[src/rtl/onehot_result_sel_pkg.sv]
// Shared definitions for the ALU result selector: the priority encoder and
// the one-hot legality check. Commands of any width up to MAX_N are handled
// by zero-extending them to MAX_N bits before the call.
package alu_sel_pkg;

  localparam int N_DEFAULT = 6;
  localparam int SEL_W     = $clog2(N_DEFAULT);
  localparam int MAX_N     = 64;
  localparam int IDX_W     = $clog2(MAX_N);

  // Highest set bit among command[MAX_N-1:1]; channel 0 when none is set.
  // Bit 0 never influences the result, so a zero command falls back to 0.
  function automatic logic [IDX_W-1:0] onehot_hi_idx(input logic [MAX_N-1:0] command);
    logic [IDX_W-1:0] idx;
    idx = '0;
    for (int i = 1; i < MAX_N; i++) begin
      if (command[i]) idx = IDX_W'(i);
    end
    return idx;
  endfunction

  // True only when exactly one bit is set.
  function automatic logic is_onehot(input logic [MAX_N-1:0] command);
    logic seen;
    logic multi;
    seen  = 1'b0;
    multi = 1'b0;
    for (int i = 0; i < MAX_N; i++) begin
      if (command[i]) begin
        if (seen) multi = 1'b1;
        seen = 1'b1;
      end
    end
    return seen && !multi;
  endfunction

endpackage

[src/rtl/onehot_result_sel_if.sv]
// Bus bundle for the result selector: the input command/result handshake,
// the output result handshake and the error reporting signals.
interface onehot_result_sel_if #(
  parameter int WIDTH = 32,
  parameter int N     = 6,
  parameter int CNT_W = 8
);
  localparam int SW = (N > 1) ? $clog2(N) : 1;

  logic               in_valid;
  logic               in_ready;
  logic [N-1:0]       command;
  logic [N*WIDTH-1:0] in_data;
  logic               out_valid;
  logic               out_ready;
  logic [WIDTH-1:0]   out_data;
  logic [SW-1:0]      out_sel;
  logic               clear_err;
  logic               illegal_cmd;
  logic [CNT_W-1:0]   illegal_count;

  // Producer/consumer side (drives commands, accepts results).
  modport master (
    output in_valid, command, in_data, out_ready, clear_err,
    input  in_ready, out_valid, out_data, out_sel, illegal_cmd, illegal_count
  );

  // The selector itself.
  modport slave (
    input  in_valid, command, in_data, out_ready, clear_err,
    output in_ready, out_valid, out_data, out_sel, illegal_cmd, illegal_count
  );
endinterface

[src/rtl/onehot_result_sel_skid.sv]
// Generic 2-entry valid/ready skid buffer. in_ready comes straight from the
// skid-occupied flop, so there is no combinational path from out_ready.
module result_skid_buf #(
  parameter int DW = 8
) (
  input  logic          clock,
  input  logic          reset_n,
  input  logic          in_valid,
  output logic          in_ready,
  input  logic [DW-1:0] in_data,
  output logic          out_valid,
  input  logic          out_ready,
  output logic [DW-1:0] out_data
);

  logic          main_valid_q, main_valid_d;
  logic          skid_valid_q, skid_valid_d;
  logic [DW-1:0] main_data_q, main_data_d;
  logic [DW-1:0] skid_data_q, skid_data_d;
  logic          accept;
  logic          drain;

  assign in_ready  = !skid_valid_q;
  assign out_valid = main_valid_q;
  assign out_data  = main_data_q;
  assign accept    = in_valid && !skid_valid_q;
  assign drain     = main_valid_q && out_ready;

  // Next-state: skid refills main on a drain; otherwise new data lands in
  // main when it is free (or draining), else parks in skid.
  always_comb begin
    main_valid_d = main_valid_q;
    main_data_d  = main_data_q;
    skid_valid_d = skid_valid_q;
    skid_data_d  = skid_data_q;
    if (skid_valid_q) begin
      // Both entries full: no accept possible this cycle.
      if (drain) begin
        main_data_d  = skid_data_q;
        main_valid_d = 1'b1;
        skid_valid_d = 1'b0;
      end
    end else if (!main_valid_q || drain) begin
      main_valid_d = accept;
      if (accept) main_data_d = in_data;
    end else if (accept) begin
      skid_valid_d = 1'b1;
      skid_data_d  = in_data;
    end
  end

  // Buffer state; reset discards both entries immediately.
  always_ff @(posedge clock or negedge reset_n) begin
    if (!reset_n) begin
      main_valid_q <= 1'b0;
      skid_valid_q <= 1'b0;
      main_data_q  <= '0;
      skid_data_q  <= '0;
    end else begin
      main_valid_q <= main_valid_d;
      skid_valid_q <= skid_valid_d;
      main_data_q  <= main_data_d;
      skid_data_q  <= skid_data_d;
    end
  end

endmodule

[src/rtl/onehot_result_sel.sv]
// Registered one-hot result selector: picks one of N results by the
// hot-line command, buffers {sel, data} through a skid buffer and counts
// accepted malformed commands.
module onehot_result_sel
  import alu_sel_pkg::*;
#(
  parameter int WIDTH = 32,
  parameter int N     = 6,
  parameter int CNT_W = 8
) (
  input  logic               clock,
  input  logic               reset_n,
  onehot_result_sel_if.slave bus
);

  localparam int SW = (N > 1) ? $clog2(N) : 1;

  logic [MAX_N-1:0]    cmd_ext;
  logic [SW-1:0]       sel;
  logic                cmd_legal;
  logic [WIDTH-1:0]    chan [N];
  logic [WIDTH-1:0]    sel_data;
  logic [SW+WIDTH-1:0] buf_out;
  logic                accept_in;
  logic                illegal_q, illegal_d;
  logic [CNT_W-1:0]    count_q, count_d;

  // Split the flat result bus into per-channel words.
  genvar gi;
  generate
    for (gi = 0; gi < N; gi++) begin : g_chan
      assign chan[gi] = bus.in_data[gi*WIDTH +: WIDTH];
    end
  endgenerate

  assign cmd_ext   = MAX_N'(bus.command);
  assign sel       = SW'(onehot_hi_idx(cmd_ext));
  assign cmd_legal = is_onehot(cmd_ext);
  assign sel_data  = chan[sel];
  assign accept_in = bus.in_valid && bus.in_ready;

  result_skid_buf #(.DW(SW + WIDTH)) u_skid (
    .clock     (clock),
    .reset_n   (reset_n),
    .in_valid  (bus.in_valid),
    .in_ready  (bus.in_ready),
    .in_data   ({sel, sel_data}),
    .out_valid (bus.out_valid),
    .out_ready (bus.out_ready),
    .out_data  (buf_out)
  );

  assign {bus.out_sel, bus.out_data} = buf_out;
  assign bus.illegal_cmd   = illegal_q;
  assign bus.illegal_count = count_q;

  // Error tracking: clear first, then a same-cycle malformed accept counts.
  always_comb begin
    illegal_d = illegal_q;
    count_d   = count_q;
    if (bus.clear_err) begin
      illegal_d = 1'b0;
      count_d   = '0;
    end
    if (accept_in && !cmd_legal) begin
      illegal_d = 1'b1;
      if (count_d != '1) count_d = count_d + CNT_W'(1);
    end
  end

  // Sticky flag and saturating counter registers.
  always_ff @(posedge clock or negedge reset_n) begin
    if (!reset_n) begin
      illegal_q <= 1'b0;
      count_q   <= '0;
    end else begin
      illegal_q <= illegal_d;
      count_q   <= count_d;
    end
  end

endmodule
[src/flat_wrapper.sv]
// flat-port wrapper written by rule: the top's interface ports become plain ports
module onehot_result_sel_flat import alu_sel_pkg::*;
#(
  parameter int WIDTH = 32,
  parameter int N     = 6,
  parameter int CNT_W = 8
)
  (clock, reset_n, bus_in_valid, bus_command, bus_in_data, bus_out_ready, bus_clear_err, bus_in_ready, bus_out_valid, bus_out_data, bus_out_sel, bus_illegal_cmd, bus_illegal_count);
  onehot_result_sel_if #(.WIDTH(WIDTH), .N(N), .CNT_W(CNT_W)) bus_i ();
  input  logic clock;
  input  logic reset_n;
  input wire logic [$bits(bus_i.in_valid)-1:0] bus_in_valid;
  input wire logic [$bits(bus_i.command)-1:0] bus_command;
  input wire logic [$bits(bus_i.in_data)-1:0] bus_in_data;
  input wire logic [$bits(bus_i.out_ready)-1:0] bus_out_ready;
  input wire logic [$bits(bus_i.clear_err)-1:0] bus_clear_err;
  output wire logic [$bits(bus_i.in_ready)-1:0] bus_in_ready;
  output wire logic [$bits(bus_i.out_valid)-1:0] bus_out_valid;
  output wire logic [$bits(bus_i.out_data)-1:0] bus_out_data;
  output wire logic [$bits(bus_i.out_sel)-1:0] bus_out_sel;
  output wire logic [$bits(bus_i.illegal_cmd)-1:0] bus_illegal_cmd;
  output wire logic [$bits(bus_i.illegal_count)-1:0] bus_illegal_count;
  assign bus_i.in_valid = bus_in_valid;
  assign bus_i.command = bus_command;
  assign bus_i.in_data = bus_in_data;
  assign bus_i.out_ready = bus_out_ready;
  assign bus_i.clear_err = bus_clear_err;
  assign bus_in_ready = bus_i.in_ready;
  assign bus_out_valid = bus_i.out_valid;
  assign bus_out_data = bus_i.out_data;
  assign bus_out_sel = bus_i.out_sel;
  assign bus_illegal_cmd = bus_i.illegal_cmd;
  assign bus_illegal_count = bus_i.illegal_count;
  onehot_result_sel #(.WIDTH(WIDTH), .N(N), .CNT_W(CNT_W)) u_core (.clock(clock), .reset_n(reset_n), .bus(bus_i));
endmodule
[config.mk]
export PLATFORM = sky130hd
export DESIGN_NAME = onehot_result_sel_flat
export DESIGN_NICKNAME = d
export VERILOG_FILES = /design/src/rtl/onehot_result_sel_pkg.sv /design/src/rtl/onehot_result_sel_if.sv /design/src/rtl/onehot_result_sel_skid.sv /design/src/rtl/onehot_result_sel.sv /design/src/flat_wrapper.sv
export SDC_FILE = /design/constraint.sdc
export NUM_CORES = 1
export LEC_CHECK = 0
export CELL_PAD_IN_SITES_DETAIL_PLACEMENT = 2
export CELL_PAD_IN_SITES_GLOBAL_PLACEMENT = 2
export CORE_MARGIN = 2
export CORE_UTILIZATION = 20
export DETAILED_ROUTE_END_ITERATION = 16
export GPL_TIMING_DRIVEN = 1
export PLACE_DENSITY = 0.74
export SLEW_MARGIN = 20
export SYNTH_ARGS = -nofsm -noshare
export SYNTH_HDL_FRONTEND = slang
export SYNTH_SLANG_ARGS = --single-unit
[constraint.sdc]
create_clock -name clock -period 1.8 [get_ports clock]
set_input_delay 0.18 -clock clock [delete_from_list [all_inputs] [get_ports clock]]
set_output_delay 0.18 -clock clock [all_outputs]
set_load 0.03 [all_outputs]
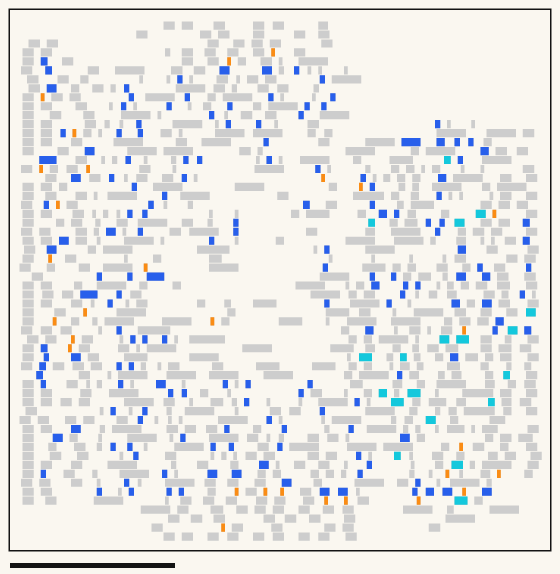
Fig. 1. Selected gate families (run 1).
Bar = 50 um.
Key: blue = inverting AOI/OAI gates [cells 161, most used a21oi_1, where all over the die]; orange = inverters [cells 29, most used inv_1, where all over the die]; cyan = AND and OR gates [cells 19, most used or3b_2]
Comb/total area: 32.1%
non-filler instance count after layout: 1,233
most frequent logic cell in the layout: clkdlybuf4s50_1

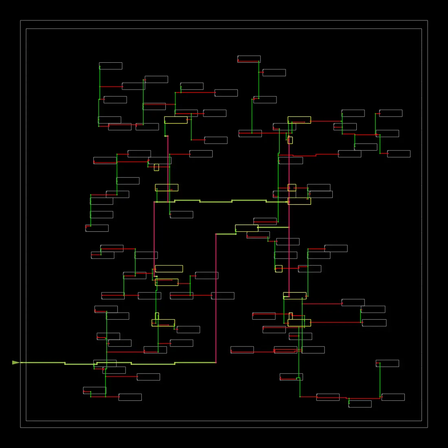
Fig. 2. Clock nets (run 1).
Final Skew: 0.0130 ns
clk sink count: 81
Late-Pin Clk Latency: 0.35 ns
flip-flops: 81
Power Clock: 1.88 mW

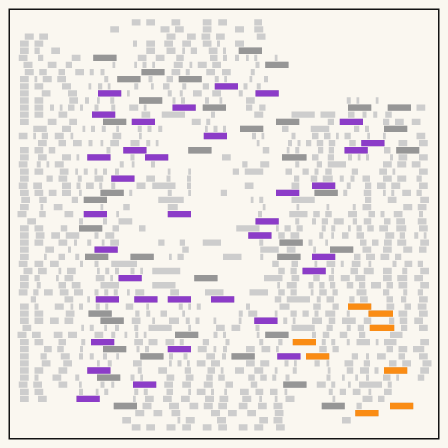
Fig. 3. Sequential cells grouped by signal name (run 1).
Key: orange = u_core.bus.illegal_count [placed flops 8, where south-east]; purple = u_core.u_skid.skid_data_q [placed flops 35]

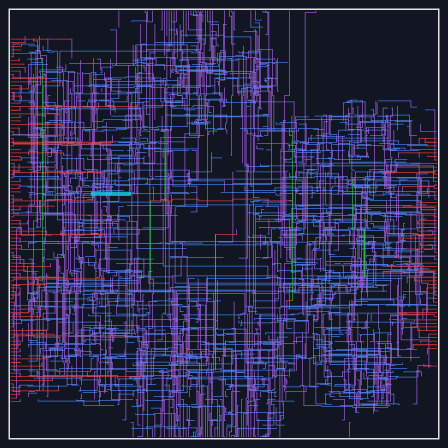
Fig. 4. Wiring by layer (run 1).
Key: red = metal 3 [wire length 1,740 um]; blue = metal 1 [wire length 10,900 um]; green = metal 4 [wire length 367 um]; purple = metal 2 [wire length 13,000 um]; cyan = metal 5 [wire length 13.8 um]
routed len/inst: 21.1 um
Tot GR Track Use: 19.3%

==> flow_metrics.py, run 1 <==
# Auto-generated metrics
metrics = {
    "status": {
        "outcome": "finished, final reports clean",
    },
    "pwr": {
        "power_frac_comb_pct": 52.8,
        "swShare_pct": 41.7,
        "clockPowerShare_pct": 17.8,
        "seq_cell_power_mw": 3.12,
        "switching_power_mw": 4.42,
        "vdd_drop_max_uv": 440,
    },
    "yosys": {
        "ys_sh_adder_pct": 0.245,
        "synthSimpleGateAreaFrac_pct": 21.4,
        "async_flop_share_pct": 100,
        "xor_share_pct": 0.514,
        "synth_top_area_share_pct": 39.7,
        "common_cells": "nand2_1, dfrtp_1, a21oi_1",
        "ys_cells": 614,
    },
    "global_route": {
        "grt_pass1_vias": 6480,
        "grt_max_degree": 63,
    },
    "timing": {
        "finalCriticalPeriod_ns": 1.79,
        "hold_viol": 0,
        "rsz0062_at_grt": "true",
    },
    "setup_path": {
        "startpoint_type": "input port",
        "crit_fanout": 5,
    },
    "flow_run": {
        "warnings": 27,
    },
    "routing": {
        "first_iter_violations": 199,
        "final_antenna_net_count": 0,
    },
    "floorplanning": {
        "dieWidth_um": 164,
        "dieHeight_um": 164,
        "fp_util_pct": 20.4,
    },
    "clock_network": {
        "hold_buffers": 1,
    },
    "placed_design": {
        "pre_cts_ws_ns": -0.808,
    },
    "layout": {
        "fin_nets": 1102,
    },
}
run 1: metal layers:
layer	GRT usage, %	vias up	routed length [um]
li1	-	2806	-
met1	22.9	2926	10900
met2	34.9	188	13000
met3	4.97	21	1740
met4	4.55	2	367
met5	0	-	13
run 1: cell type report:
| class | instances | area, um^2 | area share [%] |
|---|---|---|---|
| repair buffers | 324 | 3230 | 36.1 |
| inverters | 29 | 109 | 1.22 |
| multi-input cells | 453 | 2870 | 32.1 |
| flip-flops and latches | 81 | 2030 | 22.7 |
| clock buffers | 11 | 233 | 2.60 |
| clock inverters | 5 | 56.3 | 0.630 |
| well taps | 330 | 413 | 4.62 |
run 1: critical path, stage by stage:
cell,delay [ns]
dlygate4sd2_1,0.31
or2_2,0.34
or4_1,0.50
and3_4,0.21
and4_1,0.20
mux2_4,0.29
## Run 2: what changed since run 1
--- a/config.mk
+++ b/config.mk
@@ -9,6 +9,7 @@
 export CELL_PAD_IN_SITES_GLOBAL_PLACEMENT = 2
 export CORE_MARGIN = 2
 export CORE_UTILIZATION = 20
+export CTS_CLUSTER_SIZE = 10
 export DETAILED_ROUTE_END_ITERATION = 16
 export GPL_TIMING_DRIVEN = 1
 export PLACE_DENSITY = 0.74
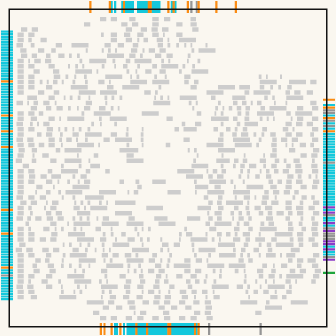
Fig. 5. Ports around the boundary (run 2).
Pins as bars across the die edge, other pins in gray.
Key: purple = bus_illegal_count [pins 8, direction output, edge east]; cyan = bus_in_data [pins 192, direction input, edge 95 west, 38 east, 38 south, 21 north]; green = reset_n [pins 1, direction input, edge east]; orange = bus_out_data [pins 32, direction output, edge 11 north, 10 south, 7 west, 4 east]
All pins by edge: 103 west, 62 east, 50 south, 34 north.
IO Port Bufs: 248
die width: 164 um
die height: 164 um

==> run 2 against run 1 <==
Compared with the run above:
- sequential power about the same
- sequential share of layout area did not move
- clock-buffer cell count stayed put
- critical path depth did not move
- critical endpoint unchanged
- fmax unchanged
- routed wire length did not move
- largest cell class unchanged
- register-to-register slack hardly changed
- worst setup slack is the same
- first-iteration DRC count unchanged
- clock skew unchanged
==> flow_metrics.py, run 2 <==
# Auto-generated metrics
metrics = {
    "status": {
        "outcome": "finished, final reports clean",
    },
    "timing": {
        "hold_viol": 0,
        "finalCriticalPeriod_ns": 1.79,
        "skew_ns": 0.0130,
        "rsz0062_at_grt": "true",
    },
    "yosys": {
        "synthSimpleGateAreaFrac_pct": 21.4,
        "xor_share_pct": 0.514,
        "synth_top_area_share_pct": 39.7,
        "common_cells": "nand2_1, dfrtp_1, a21oi_1",
        "ys_sh_adder_pct": 0.245,
        "fp_nets": 818,
        "ys_cells": 614,
    },
    "global_route": {
        "grt_pass1_vias": 6480,
        "grt.total_usage_pct": 19.3,
    },
    "layout": {
        "mostFrequentLayoutCell": "clkdlybuf4s50_1",
        "seq_area_um2": 2030,
        "logic_area_um2": 2870,
        "fin_nets": 1102,
        "fin_cells": 1233,
        "fin_area_um2": 8940,
    },
    "routing": {
        "final_antenna_net_count": 0,
        "first_iter_violations": 199,
        "vias_per_cell": 4.82,
        "wl_per_cell_um": 21.1,
    },
    "pwr": {
        "clockPowerShare_pct": 17.8,
        "p_clk_mw": 1.88,
        "vdd_drop_max_uv": 440,
        "switching_power_mw": 4.42,
        "power_frac_comb_pct": 52.8,
        "seq_cell_power_mw": 3.12,
        "swShare_pct": 41.7,
    },
    "clock_network": {
        "hold_buffers": 1,
        "worstSkewPairLatency_ns": 0.35,
        "clock_sinks": 81,
    },
    "setup_path": {
        "startpoint_type": "input port",
        "crit_fanout": 5,
        "r2r-end": "u_core.bus.illegal_count[3]$_DFF_PN0_",
        "r2r_cells": 6,
    },
    "floorplanning": {
        "fp_util_pct": 20.4,
    },
    "placed_design": {
        "pre_cts_ws_ns": -0.808,
    },
    "flow_run": {
        "warnings": 27,
    },
}
[run 2: metal layers]
| layer | GRT usage (%) | wire length (um) |
|---|---|---|
| met5 | 0 | 13 |
| met4 | 4.55 | 367 |
| met3 | 4.97 | 1740 |
| met2 | 34.9 | 13000 |
| met1 | 22.9 | 10900 |
[run 2: layout make-up]
class / instances / share of cell area, %
timing repair buffer: 324 / 36.1
tap: 330 / 4.62
inverter: 29 / 1.22
multi-input combinational: 453 / 32.1
clock buffer: 11 / 2.60
sequential: 81 / 22.7
clock inverter: 5 / 0.630
[run 2: worst max-delay path, stage by stage]
cell,delay (ns)
dlygate4sd2_1,0.31
or2_2,0.34
or4_1,0.50
and3_4,0.21
and4_1,0.20
mux2_4,0.29
Power and IR drop assume default switching activity.
